## config.mk

```make
export PLATFORM = sky130hd
export DESIGN_NAME = prewish5k_button_arbiter
export DESIGN_NICKNAME = d
export VERILOG_FILES = /design/src/rtl/prewish5k_button_arbiter.sv
export SDC_FILE = /design/constraint.sdc
export NUM_CORES = 1
export LEC_CHECK = 0
export ABC_CLOCK_PERIOD_IN_PS = 3400
export CORE_MARGIN = 5
export CORE_UTILIZATION = 50
export DETAILED_ROUTE_END_ITERATION = 7
export PLACE_DENSITY = 0.78
export SYNTH_ARGS = -nofsm -noshare
export SYNTH_HDL_FRONTEND = slang
export SYNTH_SLANG_ARGS = --single-unit
```

## constraint.sdc

```tcl
create_clock -name CLK_I -period 3.4 [get_ports CLK_I]
set_clock_uncertainty 0.1 [all_clocks]
set_input_delay 0.68 -clock CLK_I [delete_from_list [all_inputs] [get_ports CLK_I]]
set_output_delay 0.68 -clock CLK_I [all_outputs]
set_load 0.1 [all_outputs]
```

## src/rtl/prewish5k_button_arbiter.sv

```systemverilog
// rtl/prewish5k_button_arbiter.sv - round-robin arbiter forwarding debouncer status events to one consumer port
module prewish5k_button_arbiter #(
    parameter int NUM_CH     = 4,
    parameter int CHW        = 3,
    parameter int ALIVE_BITS = 22
) (
    input  logic                  CLK_I,
    input  logic                  RST_I,
    input  logic [NUM_CH-1:0]     CH_STB_I,
    input  logic [8*NUM_CH-1:0]   CH_DAT_I,
    input  logic                  RDY_I,
    output logic                  STB_O,
    output logic [7:0]            DAT_O,
    output logic [CHW-1:0]        CHN_O,
    input  logic                  STB_I,
    input  logic [7:0]            DAT_I,
    output logic [NUM_CH-1:0]     OVR_O,
    output logic [NUM_CH-1:0]     EN_O,
    output logic                  o_alive
);

    typedef enum logic [1:0] {
        IDLE = 2'd0,
        SEND = 2'd1,
        GAP  = 2'd2
    } state_t;

    localparam logic [CHW:0] NUM_CH_W = (CHW+1)'(NUM_CH);

    state_t                 state;
    state_t                 state_nxt;
    logic [NUM_CH-1:0]      pend;
    logic [NUM_CH-1:0]      en;
    logic [NUM_CH-1:0]      ovr;
    logic [NUM_CH-1:0]      req;
    logic [NUM_CH-1:0]      cap;
    logic [NUM_CH-1:0]      grant_vec;
    logic [NUM_CH-1:0]      pend_nxt;
    logic [NUM_CH-1:0]      ovr_nxt;
    logic [NUM_CH-1:0]      en_nxt;
    logic [NUM_CH-1:0]      cfg_mask;
    logic [2*NUM_CH-1:0]    req2;
    logic [7:0]             chan_buf [NUM_CH];
    logic [7:0]             win_dat;
    logic [CHW-1:0]         rr_ptr;
    logic [CHW-1:0]         winner;
    logic [CHW-1:0]         offset;
    logic [CHW:0]           sum;
    logic                   grant;
    logic                   cfg_en;
    logic                   cfg_clr;
    logic                   cfg_flush;
    logic [ALIVE_BITS-1:0]  alive_cnt;

    assign EN_O     = en;
    assign OVR_O    = ovr;
    assign STB_O    = (state == SEND);
    assign cfg_mask = DAT_I[NUM_CH-1:0];

    // Pick the first enabled pending channel at or after rr_ptr (rotate, then lowest set bit).
    always_comb begin
        req    = pend & en;
        req2   = {req, req} >> rr_ptr;
        offset = '0;
        for (int i = NUM_CH - 1; i >= 0; i--) begin
            if (req2[i]) begin
                offset = CHW'(i);
            end
        end
        sum = {1'b0, rr_ptr} + {1'b0, offset};
        if (sum >= NUM_CH_W) begin
            sum = sum - NUM_CH_W;
        end
        winner    = sum[CHW-1:0];
        grant     = (state == IDLE) && RDY_I && (|req);
        win_dat   = '0;
        grant_vec = '0;
        for (int k = 0; k < NUM_CH; k++) begin
            if (winner == CHW'(k)) begin
                win_dat      = chan_buf[k];
                grant_vec[k] = grant;
            end
        end
    end

    // Next pending/enable/overrun values: grant clears, flush clears, capture sets, disable clears last.
    always_comb begin
        cap       = en & CH_STB_I;
        cfg_en    = STB_I && (DAT_I[7:6] == 2'b01);
        cfg_clr   = STB_I && (DAT_I[7:6] == 2'b10);
        cfg_flush = STB_I && (DAT_I[7:6] == 2'b11);

        pend_nxt = pend & ~grant_vec;
        if (cfg_flush) begin
            pend_nxt = '0;
        end
        pend_nxt = pend_nxt | cap;

        en_nxt = en;
        if (cfg_en) begin
            en_nxt   = cfg_mask;
            pend_nxt = pend_nxt & cfg_mask;
        end

        ovr_nxt = ovr;
        if (cfg_clr) begin
            ovr_nxt = ovr & ~cfg_mask;
        end
        // A recapture on the channel being granted replaces data already sent, so it is not an overrun.
        ovr_nxt = ovr_nxt | (cap & pend & ~grant_vec);
    end

    // Output sequencer: one strobe cycle followed by a mandatory gap cycle.
    always_comb begin
        state_nxt = state;
        case (state)
            IDLE:    if (grant) state_nxt = SEND;
            SEND:    state_nxt = GAP;
            GAP:     state_nxt = IDLE;
            default: state_nxt = IDLE;
        endcase
    end

    // State register.
    always_ff @(posedge CLK_I or posedge RST_I) begin
        if (RST_I) begin
            state <= IDLE;
        end else begin
            state <= state_nxt;
        end
    end

    // Per-channel event latches, enable mask and sticky overrun flags.
    always_ff @(posedge CLK_I or posedge RST_I) begin
        if (RST_I) begin
            pend <= '0;
            en   <= '1;
            ovr  <= '0;
            for (int k = 0; k < NUM_CH; k++) begin
                chan_buf[k] <= '0;
            end
        end else begin
            pend <= pend_nxt;
            en   <= en_nxt;
            ovr  <= ovr_nxt;
            for (int k = 0; k < NUM_CH; k++) begin
                if (cap[k]) begin
                    chan_buf[k] <= CH_DAT_I[8*k +: 8];
                end
            end
        end
    end

    // Register the granted event and advance the round-robin pointer past the winner.
    always_ff @(posedge CLK_I or posedge RST_I) begin
        if (RST_I) begin
            DAT_O  <= '0;
            CHN_O  <= '0;
            rr_ptr <= '0;
        end else if (grant) begin
            DAT_O  <= win_dat;
            CHN_O  <= winner;
            rr_ptr <= (winner == CHW'(NUM_CH - 1)) ? '0 : winner + CHW'(1);
        end
    end

    // Free-running heartbeat: toggle on every counter wrap.
    always_ff @(posedge CLK_I or posedge RST_I) begin
        if (RST_I) begin
            alive_cnt <= '0;
            o_alive   <= 1'b0;
        end else begin
            alive_cnt <= alive_cnt + ALIVE_BITS'(1);
            if (&alive_cnt) begin
                o_alive <= ~o_alive;
            end
        end
    end

endmodule

```

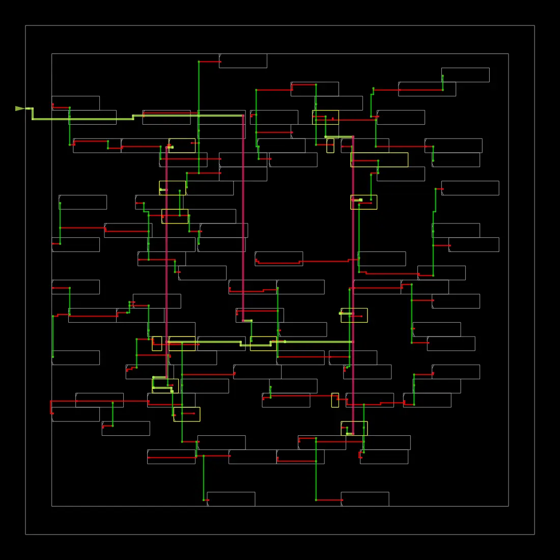
*Clock nets*
total number of clock tree sinks: 83
clock group power: 0.706 mW
clock latency on the worst-skew pair: 0.35 ns
clock buffer count from CTS: 9

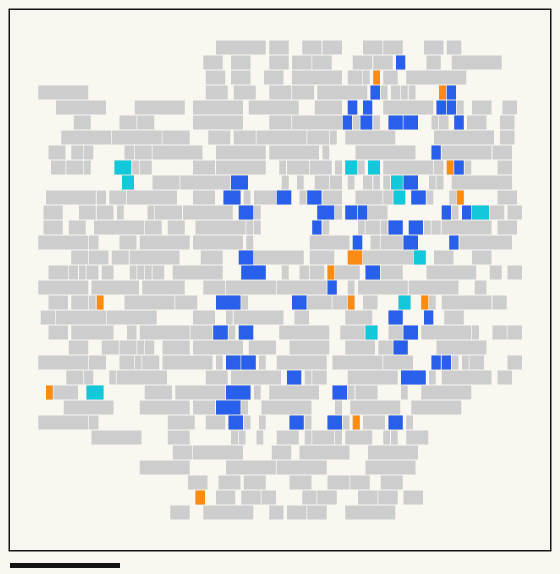
*Gate families picked out*
Scale bar: 20 µm.
- cyan: AND and OR gates (cells 11)
- orange: inverters (cells 12)
- blue: inverting AOI/OAI gates (cells 57)

==> summary.txt <==
Status of the implementation.

- The run finished with clean final reports.
- By instance count after routing, the leading logic cell type is sky130_fd_sc_hd__dfrtp_1.
- Post-CTS repair changed the size of 0 cells.
- Yosys attributes the largest share of cell area to sky130_fd_sc_hd__dfrtp_1 (51%), sky130_fd_sc_hd__mux2_2 (9.6%), sky130_fd_sc_hd__nand2_1 (4.9%).
- The category of the worst setup path launch point is a register, for reference.
- The number of nets in the layout is 474, for reference.
- The buffer count from post-CTS setup fixing is 0, for reference.
- The main flop type after synthesis is sky130_fd_sc_hd__dfrtp_1, for reference.
- The clock tree from TritonCTS is built, for reference.
- The number of max-cap violations is 0, for reference.
- The netlist uses 47 different library cells.
- The width of the chip is around 98 µm, for reference.
- The slew at the pin closest to its max-slew limit is roughly 0.56 ns, for reference.
- In the final report, the number of hold violations comes to 0.
- The largest family of logic cells by area is simple AND/OR/NAND/NOR gates, for reference.
- The cell area power density is 948 nW/µm², for reference.
- After Yosys synthesis, full adders, half adders and majority gates account for about 2.8% of the synthesized area.
- For the worst setup path, the data required time is 3.52 ns.
- Per STA, the worst path accumulates the most delay in the family AND-OR/OR-AND gates.
- The synthesized instance count is between 300 and 400, for reference.
- In the finished design, the share of the clock period the worst path needs comes to between 90% and 100%.
- The number of antenna diodes in the final layout is 0.
- After synthesis, the most frequently instantiated cells are sky130_fd_sc_hd__dfrtp_1 (79), sky130_fd_sc_hd__nand2_1 (50), sky130_fd_sc_hd__mux2_2 (33), sky130_fd_sc_hd__nor2_1 (25), sky130_fd_sc_hd__o21ai_0 (18).
- The cell at the slowest stage of the critical path is sky130_fd_sc_hd__dfstp_4, for reference.
- Per the slew report, the remaining headroom to the max-slew limit stands at between 60 and 70%.
- The quantity of I/O buffers inserted on ports is around 66, for reference.
- The worst setup path is of the reg -> reg kind.
- The buffer-and-inverter tally for the worst setup path is 0, for reference.
- According to the floorplan report, the total die area is between 9000 and 10,000 µm².
- Data arrives at the worst endpoint at roughly 3.4 ns.
- The simple-gate share of the synthesized area is 14.7%, for reference.
- The overall track demand over capacity in global routing is between 15 and 20%, for reference.
- The tree is rooted in a sky130_fd_sc_hd__clkbuf_8.
- The xor/xnor share of the synthesized area is under 10%, for reference.
- The via count of the first global-routing pass came to approximately 2,900.
- The worst setup path is captured at a register.
- The chip area estimate from yosys synthesis is 3860 µm², for reference.
- The most heavily used metal layer in global routing is met2, for reference.
- Per the post-CTS timing run, clock transition at the registers of the reported paths is about 0.08 ns.
- Per the timing report, the biggest fanout along the worst path comes to 8.
- For met3 alone, demand over resource in global routing was 4.07%.
- Routability-driven placement finished with a final weighted congestion of slightly below 0.9.
- The number of antenna violations at the first check in global routing came to 0.
- The global-route track usage on met1 is between 20% and 30%, for reference.
- In this design, the critical path's most frequently occurring cell is sky130_fd_sc_hd__ha_1.
- The final number of setup-violating endpoints is 0, for reference.
- The final timing report lists a max-slew violation count of 0.
- Of the total synthesized cell area, the portion taken by AND-OR and OR-AND cells is approximately 11%.
- Of the cells placed in the final design, the portion with a size suffix greater than 1 is 22.3%.
- Warnings reported by Yosys during synthesis add up to 0.
- The global route total overflow is 0, for reference.
- For this design the static power due to leakage is 2.18 nW.
- The wire length of the first global-routing pass is around 14 mm, for reference.
- Leaving out fill and tap cells, the most frequent cells in the layout are sky130_fd_sc_hd__dfrtp_1 (79), sky130_fd_sc_hd__nand2_1 (50), sky130_fd_sc_hd__clkdlybuf4s50_1 (45).
- In this run the mean area of a mapped cell was 11.1 µm².
- Looking at the clock tree report, the maximum root-to-sink buffer count equals 2.
- The violation tally from detailed-route iteration zero is between 80 and 90, for reference.
- Of all flip-flops after synthesis, the portion carrying an async set or reset was 100%.
- The post-cts hold buffer count is 0, for reference.
- The y dimension of the die is around 98 µm, for reference.
- The final instance area is between 4000 and 5000 µm², for reference.
- According to the hold report, the worst path is of the reg -> reg type.
- The number of warnings reported in the stage logs is 33.
- Compared with the post-synthesis result, the final layout area differs by 24.7%.
- For this block, the routed nets add up to approximately 8.2 mm of wire.
- The length of the first detailed-routing pass in iterations is 4, for reference.
- The synthesized netlist occupies a cell area of 3860 µm².
- Per the Yosys statistics, synthesis produced 347 cells.
- Setup repair after global routing could not meet its margin everywhere.
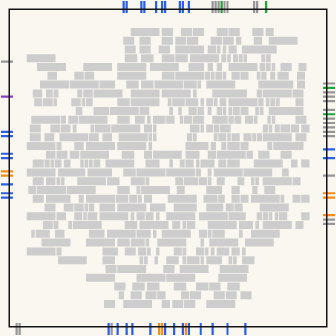
*I/O pins on the die edge*
Pins as bars across the die edge, other pins in grey.
- blue: `CH_DAT_I` (pins 32; direction input; edge 13 bottom, 10 top, 7 left, 2 right)
- orange: `DAT_O` (pins 8; direction output; edge 3 bottom, 3 right, 2 left)
- purple: `o_alive` (pins 1; direction output; edge left)
- green: `OVR_O` (pins 4; direction output; edge 2 right, 2 top)
- all pins by edge: 20 right, 19 bottom, 19 top, 11 left

-- layout make-up --
type | instances | area (µm²)
fillers | 619 | 2830
flip-flops and latches | 83 | 2090
multi-input cells | 239 | 1680
repair buffers | 73 | 673
clock buffers | 13 | 159
well taps | 102 | 128
inverters | 12 | 50.0
clock inverters | 2 | 35.0
-- flip-flops by register name, indices dropped and copies added (netlist names) --
signal	flops
pend	4
alive_cnt	22
o_alive	1
rr_ptr	3
chan_buf	32
EN_O	4
OVR_O	4
state	2
DAT_O	8
CHN_O	3
-- metal layers --
| layer | share of wire (%) | routed length (µm) |
|---|---|---|
| met5 | 0 | 0 |
| met4 | 2.2 | 180 |
| met3 | 4.2 | 342 |
| met2 | 52 | 4250 |
| met1 | 42 | 3420 |
-- final timing paths --
kind,from,end,slack (ns),cells after the start
min reg2reg,state[1],state[1],0.36,1
max,EN_O[3],DAT_O[1],0.12,10
min,state[1],state[1],0.36,1
max in group asynchronous,RST_I,EN_O[3],1.94,3
max reg2reg,EN_O[3],DAT_O[1],0.12,10
min in group asynchronous,RST_I,chan_buf[27],0.57,2
-- metrics by stage --
step	utilization (%)	std cells	worst slack (ns)	hold slack [ns]
4_1_cts	62.8	524	0.125	0.372
2_1_floorplan	-	347	-0.0186	0.320
6_report	63.0	524	0.120	0.364
3_3_place_gp	60.3	509	0.201	0.339
3_5_place_dp	60.3	509	0.136	0.358
5_1_grt	63.0	524	-0.0209	0.379
-- where the power goes --
part	switching, mW	total (mW)	internal (mW)
logic	1.61	2.43	0.823
clock network	0.330	0.706	0.375
registers	0.182	1.44	1.25
total	2.12	4.57	2.45
Power and IR drop assume default switching activity.
